==> images/pdn.png <==
Pins as bars on the die edge.
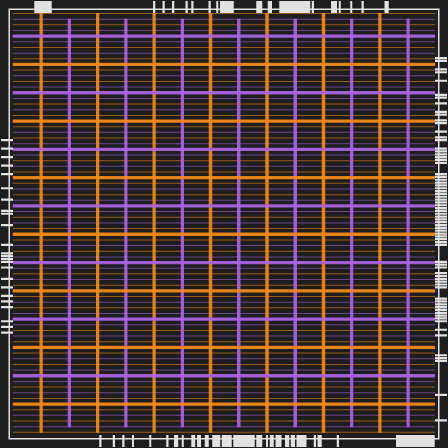
==> images/final_clocks.png <==
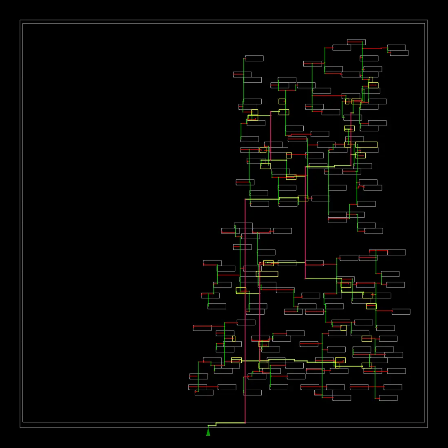
==> images/gate_families.png <==
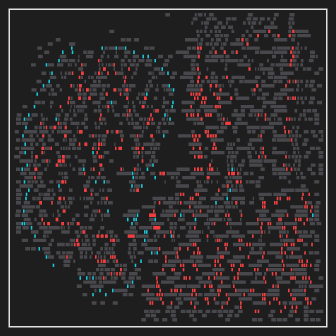
==> src/rtl/lsu_byte_sequencer_pkg.sv <==
// rtl/lsu_byte_sequencer_pkg.sv - shared types, funct3 codes, size decode and load extension for the byte-serial LSU
package lsu_pkg;

    typedef enum logic [1:0] {
        IDLE = 2'd0,
        XFER = 2'd1,
        RESP = 2'd2
    } lsu_state_t;

    localparam logic [2:0] F3_B  = 3'd0;
    localparam logic [2:0] F3_H  = 3'd1;
    localparam logic [2:0] F3_W  = 3'd2;
    localparam logic [2:0] F3_D  = 3'd3;
    localparam logic [2:0] F3_BU = 3'd4;
    localparam logic [2:0] F3_HU = 3'd5;
    localparam logic [2:0] F3_WU = 3'd6;

    // Access size in bytes; only funct3[1:0] matters, the sign bit is handled by lsu_ext.
    function automatic logic [3:0] lsu_size(input logic [2:0] f3);
        logic [3:0] n;
        case (f3)
            F3_B, F3_BU: n = 4'd1;
            F3_H, F3_HU: n = 4'd2;
            F3_W, F3_WU: n = 4'd4;
            F3_D:        n = 4'd8;
            default:     n = 4'd8;
        endcase
        return n;
    endfunction

    // Sign-extend from bit 8N-1 when funct3[2]=0, zero-extend when funct3[2]=1.
    function automatic logic [63:0] lsu_ext(input logic [63:0] d, input logic [2:0] f3);
        logic [63:0] r;
        case (f3[1:0])
            2'd0:    r = {{56{d[7]  & ~f3[2]}}, d[7:0]};
            2'd1:    r = {{48{d[15] & ~f3[2]}}, d[15:0]};
            2'd2:    r = {{32{d[31] & ~f3[2]}}, d[31:0]};
            default: r = d;
        endcase
        return r;
    endfunction

endpackage

==> src/rtl/lsu_byte_sequencer_if.sv <==
// rtl/lsu_byte_sequencer_if.sv - request/response and byte-memory bus bundle for the LSU
interface lsu_byte_sequencer_if #(
    parameter int ADDR_W = 6,
    parameter int XLEN   = 64
);
    logic              req_valid;
    logic              req_ready;
    logic              req_write;
    logic [2:0]        req_funct3;
    logic [XLEN-1:0]   req_addr;
    logic [XLEN-1:0]   req_wdata;
    logic              rsp_valid;
    logic [XLEN-1:0]   rsp_rdata;
    logic              rsp_err;
    logic [ADDR_W-1:0] mem_addr;
    logic [7:0]        mem_wdata;
    logic              mem_we;
    logic              mem_re;
    logic [7:0]        mem_rdata;

    // LSU view: consumes requests and memory read data, drives everything else.
    modport slave (
        input  req_valid, req_write, req_funct3, req_addr, req_wdata, mem_rdata,
        output req_ready, rsp_valid, rsp_rdata, rsp_err,
        output mem_addr, mem_wdata, mem_we, mem_re
    );

    // Core plus memory view.
    modport master (
        output req_valid, req_write, req_funct3, req_addr, req_wdata, mem_rdata,
        input  req_ready, rsp_valid, rsp_rdata, rsp_err,
        input  mem_addr, mem_wdata, mem_we, mem_re
    );
endinterface

==> src/rtl/lsu_byte_sequencer_extend.sv <==
// rtl/lsu_byte_sequencer_extend.sv - combinational sign/zero extension of assembled load bytes
module lsu_extend
    import lsu_pkg::*;
(
    input  logic [63:0] i_data,
    input  logic [2:0]  i_funct3,
    output logic [63:0] o_data
);

    // Pure wrapper around the package helper so the top stays datapath-free here.
    always_comb begin
        o_data = lsu_ext(i_data, i_funct3);
    end

endmodule

==> src/rtl/lsu_byte_sequencer.sv <==
// rtl/lsu_byte_sequencer.sv - byte-serial RV64 load/store sequencer; LSU_MISALIGN_TRAP_EN makes misaligned accesses fault
module lsu_byte_sequencer
    import lsu_pkg::*;
#(
    parameter int ADDR_W = 6,
    parameter int XLEN   = 64
) (
    input  logic              clk,
    input  logic              reset,
    lsu_byte_sequencer_if.slave bus
);

    lsu_state_t        r_state;
    lsu_state_t        w_next;
    logic              r_write;
    logic [2:0]        r_funct3;
    logic [ADDR_W-1:0] r_addr;
    logic [XLEN-1:0]   r_wdata;
    logic [63:0]       r_data;
    logic              r_err;
    logic [2:0]        r_count;
    logic [2:0]        r_last;

    logic [3:0]        w_size;
    logic [XLEN:0]     w_end;
    logic              w_range_err;
    logic              w_f3_err;
    logic              w_mis_err;
    logic              w_err;
    logic              w_accept;
    logic [63:0]       w_ext;

    // Accept-time decode: size, last byte address (one extra bit so the top never wraps) and faults.
    always_comb begin
        w_size      = lsu_size(bus.req_funct3);
        w_end       = {1'b0, bus.req_addr} + (XLEN+1)'(w_size) - (XLEN+1)'(1);
        w_range_err = w_end > (XLEN+1)'(2**ADDR_W - 1);
        w_f3_err    = bus.req_write ? bus.req_funct3[2] : (bus.req_funct3 == 3'd7);
`ifdef LSU_MISALIGN_TRAP_EN
        w_mis_err   = (bus.req_addr[2:0] & (w_size[2:0] - 3'd1)) != 3'd0;
`else
        w_mis_err   = 1'b0;
`endif
        w_err       = w_range_err | w_f3_err | w_mis_err;
        w_accept    = bus.req_valid && (r_state == IDLE);
    end

    lsu_extend u_extend (
        .i_data   (r_data),
        .i_funct3 (r_funct3),
        .o_data   (w_ext)
    );

    // State register.
    always_ff @(posedge clk or negedge reset) begin
        if (!reset) begin
            r_state <= IDLE;
        end else begin
            r_state <= w_next;
        end
    end

    // Next state plus all bus outputs, decoded from registered state only so they hold all cycle.
    always_comb begin
        w_next        = r_state;
        bus.req_ready = 1'b0;
        bus.rsp_valid = 1'b0;
        bus.rsp_err   = 1'b0;
        bus.rsp_rdata = '0;
        bus.mem_addr  = '0;
        bus.mem_wdata = 8'h00;
        bus.mem_we    = 1'b0;
        bus.mem_re    = 1'b0;
        case (r_state)
            IDLE: begin
                bus.req_ready = 1'b1;
                if (w_accept) begin
                    w_next = w_err ? RESP : XFER;
                end
            end
            XFER: begin
                bus.mem_addr = r_addr + ADDR_W'(r_count);
                bus.mem_we   = r_write;
                bus.mem_re   = !r_write;
                if (r_write) begin
                    bus.mem_wdata = r_wdata[{r_count, 3'b000} +: 8];
                end
                if (r_count == r_last) begin
                    w_next = RESP;
                end
            end
            RESP: begin
                bus.rsp_valid = 1'b1;
                bus.rsp_err   = r_err;
                if (!r_err && !r_write) begin
                    bus.rsp_rdata = w_ext;
                end
                w_next = IDLE;
            end
            default: w_next = IDLE;
        endcase
    end

    // Request latch at accept, then byte counter and load-lane capture during XFER.
    always_ff @(posedge clk or negedge reset) begin
        if (!reset) begin
            r_write  <= 1'b0;
            r_funct3 <= 3'd0;
            r_addr   <= '0;
            r_wdata  <= '0;
            r_data   <= '0;
            r_err    <= 1'b0;
            r_count  <= 3'd0;
            r_last   <= 3'd0;
        end else if (w_accept) begin
            r_write  <= bus.req_write;
            r_funct3 <= bus.req_funct3;
            r_addr   <= bus.req_addr[ADDR_W-1:0];
            r_wdata  <= bus.req_wdata;
            r_data   <= '0;
            r_err    <= w_err;
            r_count  <= 3'd0;
            r_last   <= 3'(w_size - 4'd1);
        end else if (r_state == XFER) begin
            if (!r_write) begin
                r_data[{r_count, 3'b000} +: 8] <= bus.mem_rdata;
            end
            r_count <= r_count + 3'd1;
        end
    end

endmodule

==> src/flat_wrapper.sv <==
// flat-port wrapper written by rule: the top's interface ports become plain ports
module lsu_byte_sequencer_flat import lsu_pkg::*;
#(
    parameter int ADDR_W = 6,
    parameter int XLEN   = 64
)
  (clk, reset, bus_req_valid, bus_req_write, bus_req_funct3, bus_req_addr, bus_req_wdata, bus_mem_rdata, bus_req_ready, bus_rsp_valid, bus_rsp_rdata, bus_rsp_err, bus_mem_addr, bus_mem_wdata, bus_mem_we, bus_mem_re);
  lsu_byte_sequencer_if #(.ADDR_W(ADDR_W), .XLEN(XLEN)) bus_i ();
  input  logic clk;
  input  logic reset;
  input wire logic [$bits(bus_i.req_valid)-1:0] bus_req_valid;
  input wire logic [$bits(bus_i.req_write)-1:0] bus_req_write;
  input wire logic [$bits(bus_i.req_funct3)-1:0] bus_req_funct3;
  input wire logic [$bits(bus_i.req_addr)-1:0] bus_req_addr;
  input wire logic [$bits(bus_i.req_wdata)-1:0] bus_req_wdata;
  input wire logic [$bits(bus_i.mem_rdata)-1:0] bus_mem_rdata;
  output wire logic [$bits(bus_i.req_ready)-1:0] bus_req_ready;
  output wire logic [$bits(bus_i.rsp_valid)-1:0] bus_rsp_valid;
  output wire logic [$bits(bus_i.rsp_rdata)-1:0] bus_rsp_rdata;
  output wire logic [$bits(bus_i.rsp_err)-1:0] bus_rsp_err;
  output wire logic [$bits(bus_i.mem_addr)-1:0] bus_mem_addr;
  output wire logic [$bits(bus_i.mem_wdata)-1:0] bus_mem_wdata;
  output wire logic [$bits(bus_i.mem_we)-1:0] bus_mem_we;
  output wire logic [$bits(bus_i.mem_re)-1:0] bus_mem_re;
  assign bus_i.req_valid = bus_req_valid;
  assign bus_i.req_write = bus_req_write;
  assign bus_i.req_funct3 = bus_req_funct3;
  assign bus_i.req_addr = bus_req_addr;
  assign bus_i.req_wdata = bus_req_wdata;
  assign bus_i.mem_rdata = bus_mem_rdata;
  assign bus_req_ready = bus_i.req_ready;
  assign bus_rsp_valid = bus_i.rsp_valid;
  assign bus_rsp_rdata = bus_i.rsp_rdata;
  assign bus_rsp_err = bus_i.rsp_err;
  assign bus_mem_addr = bus_i.mem_addr;
  assign bus_mem_wdata = bus_i.mem_wdata;
  assign bus_mem_we = bus_i.mem_we;
  assign bus_mem_re = bus_i.mem_re;
  lsu_byte_sequencer #(.ADDR_W(ADDR_W), .XLEN(XLEN)) u_core (.clk(clk), .reset(reset), .bus(bus_i));
endmodule
==> config.mk <==
export PLATFORM = sky130hd
export DESIGN_NAME = lsu_byte_sequencer_flat
export DESIGN_NICKNAME = d
export VERILOG_FILES = /design/src/rtl/lsu_byte_sequencer_pkg.sv /design/src/rtl/lsu_byte_sequencer_if.sv /design/src/rtl/lsu_byte_sequencer_extend.sv /design/src/rtl/lsu_byte_sequencer.sv /design/src/flat_wrapper.sv
export SDC_FILE = /design/constraint.sdc
export NUM_CORES = 1
export LEC_CHECK = 0
export CORE_UTILIZATION = 30
export CTS_BUF_LIST = sky130_fd_sc_hd__clkbuf_8
export CTS_CLUSTER_DIAMETER = 200
export CTS_CLUSTER_SIZE = 40
export DETAILED_ROUTE_END_ITERATION = 10
export GPL_TIMING_DRIVEN = 0
export PLACE_DENSITY = 0.49
export SLEW_MARGIN = 10
export SYNTH_ARGS = -nofsm -noshare
export SYNTH_HDL_FRONTEND = slang
export SYNTH_HIERARCHICAL = 1
export SYNTH_SLANG_ARGS = --single-unit
==> constraint.sdc <==
create_clock -name clk -period 3.6 [get_ports clk]
set_input_delay 0.72 -clock clk [delete_from_list [all_inputs] [get_ports clk]]
set_output_delay 0.72 -clock clk [all_outputs]
set_load 0.01 [all_outputs]
==> flow_summary.yaml <==
# synthesis and place-and-route metrics
timing:
  fin_tns_setup_ns: -1.773
  max_slew_margin: 0.2813
  setup_slack_ns: -0.6404
  slew_violations: 0
  final-hold-violation-count: 0
  worst_slew_pin_slew_ns: 1.076
  fin_crit_sh: 1.178
  period_needed_ns: 4.240
  fin_worst_skew_ns: 0.01380
  rsz0062_at_grt: "true"
  setup_viol: 3
  max_freq_mhz: 235.8
power_and_ir_drop:
  p_leak_nw: 7.363
  power_w: 0.004852
  vdd_drop_max_v: 0.0002065
  powerDensity_nw_per_um2: 291.9
synthesis:
  yosys_area_um2: 12450
  ys_sh_mux: 0.03940
  ys.flops: 147
  synth.distinct_cells: 85
  flop_cell: "dfrtp_1"
  ys_sh_simple: 0.2552
  syn_nets: 1817
  topCombFamilyByArea: "simple AND/OR/NAND/NOR gates"
  synth-edff-count: 0
  synth_adder_area_share: 0.07861
  yosysWarnings: 6
  synthAoiAreaFrac: 0.2263
  syn_avg_cell_area_um2: 7.794
  xor_share: 0.02604
  syn_inst: 1597
  yosys_cells: 1597
  ys_seq_share: 0.2955
  synthArstFlopShare: 1.000
  syn-cell-area_um2: 12450
global_routing:
  grt_pass1_vias: 12520
  grt_overflow: 0
  grt_start_max_net_pins: 81
  grt.total_usage: 0.2140
  grt_pass1_wl_um: 70110
  grt_antenna_before_repair: 2
outcome:
  status: "finished with violations"
  failed_checks: "negative setup slack"
clocking:
  h-tree-depth: 4
  cts-root-buf: "clkbuf_8"
  cts_buffer_depth: 2
  holdBufCountCts: 0
  cts_tree: "built"
  insertion_delay_ns: 0.47
  clk_pin_slew_worst_paths_ns: 0.09
  cts_sinks: 147
critical_path:
  path_cells: "buf_12 -> or2_4 -> ha_4 -> inv_2 -> ha_4 -> inv_2 -> fa_2 -> nand2b_4 -> a21oi_4 -> o21a_1 -> a2bb2oi_4 -> a21oi_4 -> o31a_4 -> xnor2_2 -> a2111o_1 -> or4_4 -> a2111oi_4 -> nand3_1 -> a22o_1"
  reg2reg_from: "u_core/r_count[2]"
  cp_num_buf_inv: 3
  reg2reg_depth: 8
  r2r_slack_ns: 0.29
  slowest_delay_ns: 0.57
  path_delay_family: "AND-OR/OR-AND gates"
  reg2reg_to: "u_core/r_data[55]"
  crit_path_end_kind: "flip-flop"
  startpoint_type: "input port"
  crit_arrival_ns: 4.61
  cp_slowest_cell: "or4_4"
  crit_fanout: 6
  path_class: "input port to flip-flop"
  crit_required_ns: 3.97
drt:
  vias: 12650
  vias_per_cell: 5.263
  dr.pass1.iters: 7
  drtIter0Drc: 780
  wire_per_inst_um: 18.69
  wl_um: 44920
  route.detailed.drc: 0
  final_antenna_net_count: 0
finish:
  drive_gt1_frac: 0.1364
  synthToLayoutAreaGrowth_pct: 33.51
  final_cell_mix: "357 x nand2_1, 203 x clkdlybuf4s50_1, 147 x dfrtp_1"
  nets: 2076
placement:
  placement.io_buffers: 217
  hpwl_um: 35500
  globalplace.congestion: 0.9092
run:
  warnings: 35
  drv_cap: 0
min_path:
  holdCritPathClass: "input port to async pin"
floorplanning:
  num_rows: 74
  fp-utilization: 0.3048
  dieArea_um2: 42310
  ios: 226
Back to the opening pictures, pdn.png:
legend:
  VSS:
    color: orange
  VDD:
    color: purple
met1 rails: 75
met5 straps: 14
Core Area: 40830 µm²
Die Wd: 205.7 µm

Back to the opening pictures, final_clocks.png:
CTS buffer count: 17
Clock Buffer Count: 20

Back to the opening pictures, gate_families.png:
legend:
  NAND gates:
    color: red
    cells: 481
    most_used: nand2_1
    where: spread over the die
  inverters:
    color: cyan
    cells: 92
    most_used: inv_1
logic share of the area: 0.5074
Top cell excl fill/tap: nand2_1

==> sequential cells by signal, summed over array words and instances, names as in the netlist <==
register         count
u_core/r_addr        6
u_core/r_count       3
u_core/r_data       64
u_core/r_err         1
u_core/r_funct3      3
u_core/r_last        3
u_core/r_state       2
u_core/r_wdata      64
u_core/r_write       1
==> per-stage QoR <==
stage / setup slack, ns / util / instances / hold slack [ns] / cell area, µm²
floorplan: -0.6786 / - / 1597 / 0.4244 / 12540
global placement: -4.449 / 0.3767 / 2346 / 0.4547 / 15380
detailed placement: -1.998 / 0.3786 / 2350 / 0.4612 / 15460
CTS: -0.6238 / 0.4003 / 2394 / 0.1856 / 16350
global route: -0.6979 / 0.4070 / 2403 / 0.1960 / 16620
finish: -0.6404 / 0.4070 / 2403 / 0.1883 / 16620
==> how the worst max path moves through the flow <==
stage	startpoint	endpoint	slack (ns)	cells after the start
after floorplan	bus_req_funct3[0]	u_core/r_state[1]	-0.68	18
after global placement	reset	u_core/r_data[51]	-4.45	1
after detailed placement	bus_req_funct3[1]	u_core/r_state[1]	-2.00	17
after CTS	bus_req_funct3[1]	u_core/r_state[1]	-0.62	19
after global routing	bus_req_funct3[1]	u_core/r_state[1]	-0.70	19
final	bus_req_funct3[1]	u_core/r_state[1]	-0.64	19
==> power by group <==
part | internal (W) | switching [W] | total [W]
clock network | 0.000670 | 0.000667 | 0.00134
logic | 0.000711 | 0.000973 | 0.00168
registers | 0.00176 | 0.0000675 | 0.00183
==> logic make-up after synthesis <==
| kind of cell | Yosys count |
|---|---|
| xor+xnor | 37 |
| fa+ha+maj | 77 |
| flops | 147 |
| mux | 28 |
| compound gates | 417 |
| buf+inv | 206 |
| simple gates | 685 |
==> cell type report <==
cell class	count	area, µm²
clock buffers	20	275.3
inverters	92	345.3
repair buffers	248	2460
flip-flops and latches	147	3679
multi-input cells	1244	8432
clock inverters	12	128.9
plain buffers	106	628.1
well taps	532	665.6
fillers	4266	24210
diodes	2	5.005
==> cells in the mapped netlist, types with 14 or more instances <==
master      n  area (µm²)
and2_1     73       456.7
a21oi_1    95       475.5
buf_4      14       105.1
a22o_1     50       437.9
o21ai_0    85       425.4
xor2_1     15       131.4
nand3_1    73       365.4
nor2_1     67       251.5
a21o_1     26       195.2
mux4_2     16       360.4
o21a_1     20       150.1
dfrtp_1   147        3679
nand4_1    33       206.5
o211ai_1   39       292.8
nand2_1   360        1351
xnor2_1    22       192.7
ha_1       75       938.4
inv_1      92       345.3
clkbuf_1   65       244.0
==> worst reg2reg max path, delay by kind of cell (launching register included) <==
family	cells	cell delay, ns
and+or+nand+nor	1	0.33
buffers and inverters	4	1.36
DFF	1	0.36
AOI/OAI and AO/OA	2	0.70
adders and majority gates	1	0.46
==> metal layers <==
metal  GRT usage  wire (µm)  part of all wire
met4     0.06878        986             0.022
met3     0.02296       1736             0.039
met1      0.2732      19810              0.44
met2      0.3746      22390              0.50
met5           0          0                 0
==> what timing repair did <==
action | 4_1_cts | 5_1_grt
resized | 114 | 50
cloned | 0 | 0
hold endpoints to repair | 0 | 0
setup endpoints to repair | 61 | 11
pin swaps | 33 | 12
setup buffers | 17 | 10
Power figures rest on the tool's default switching activity, not on a simulated workload.
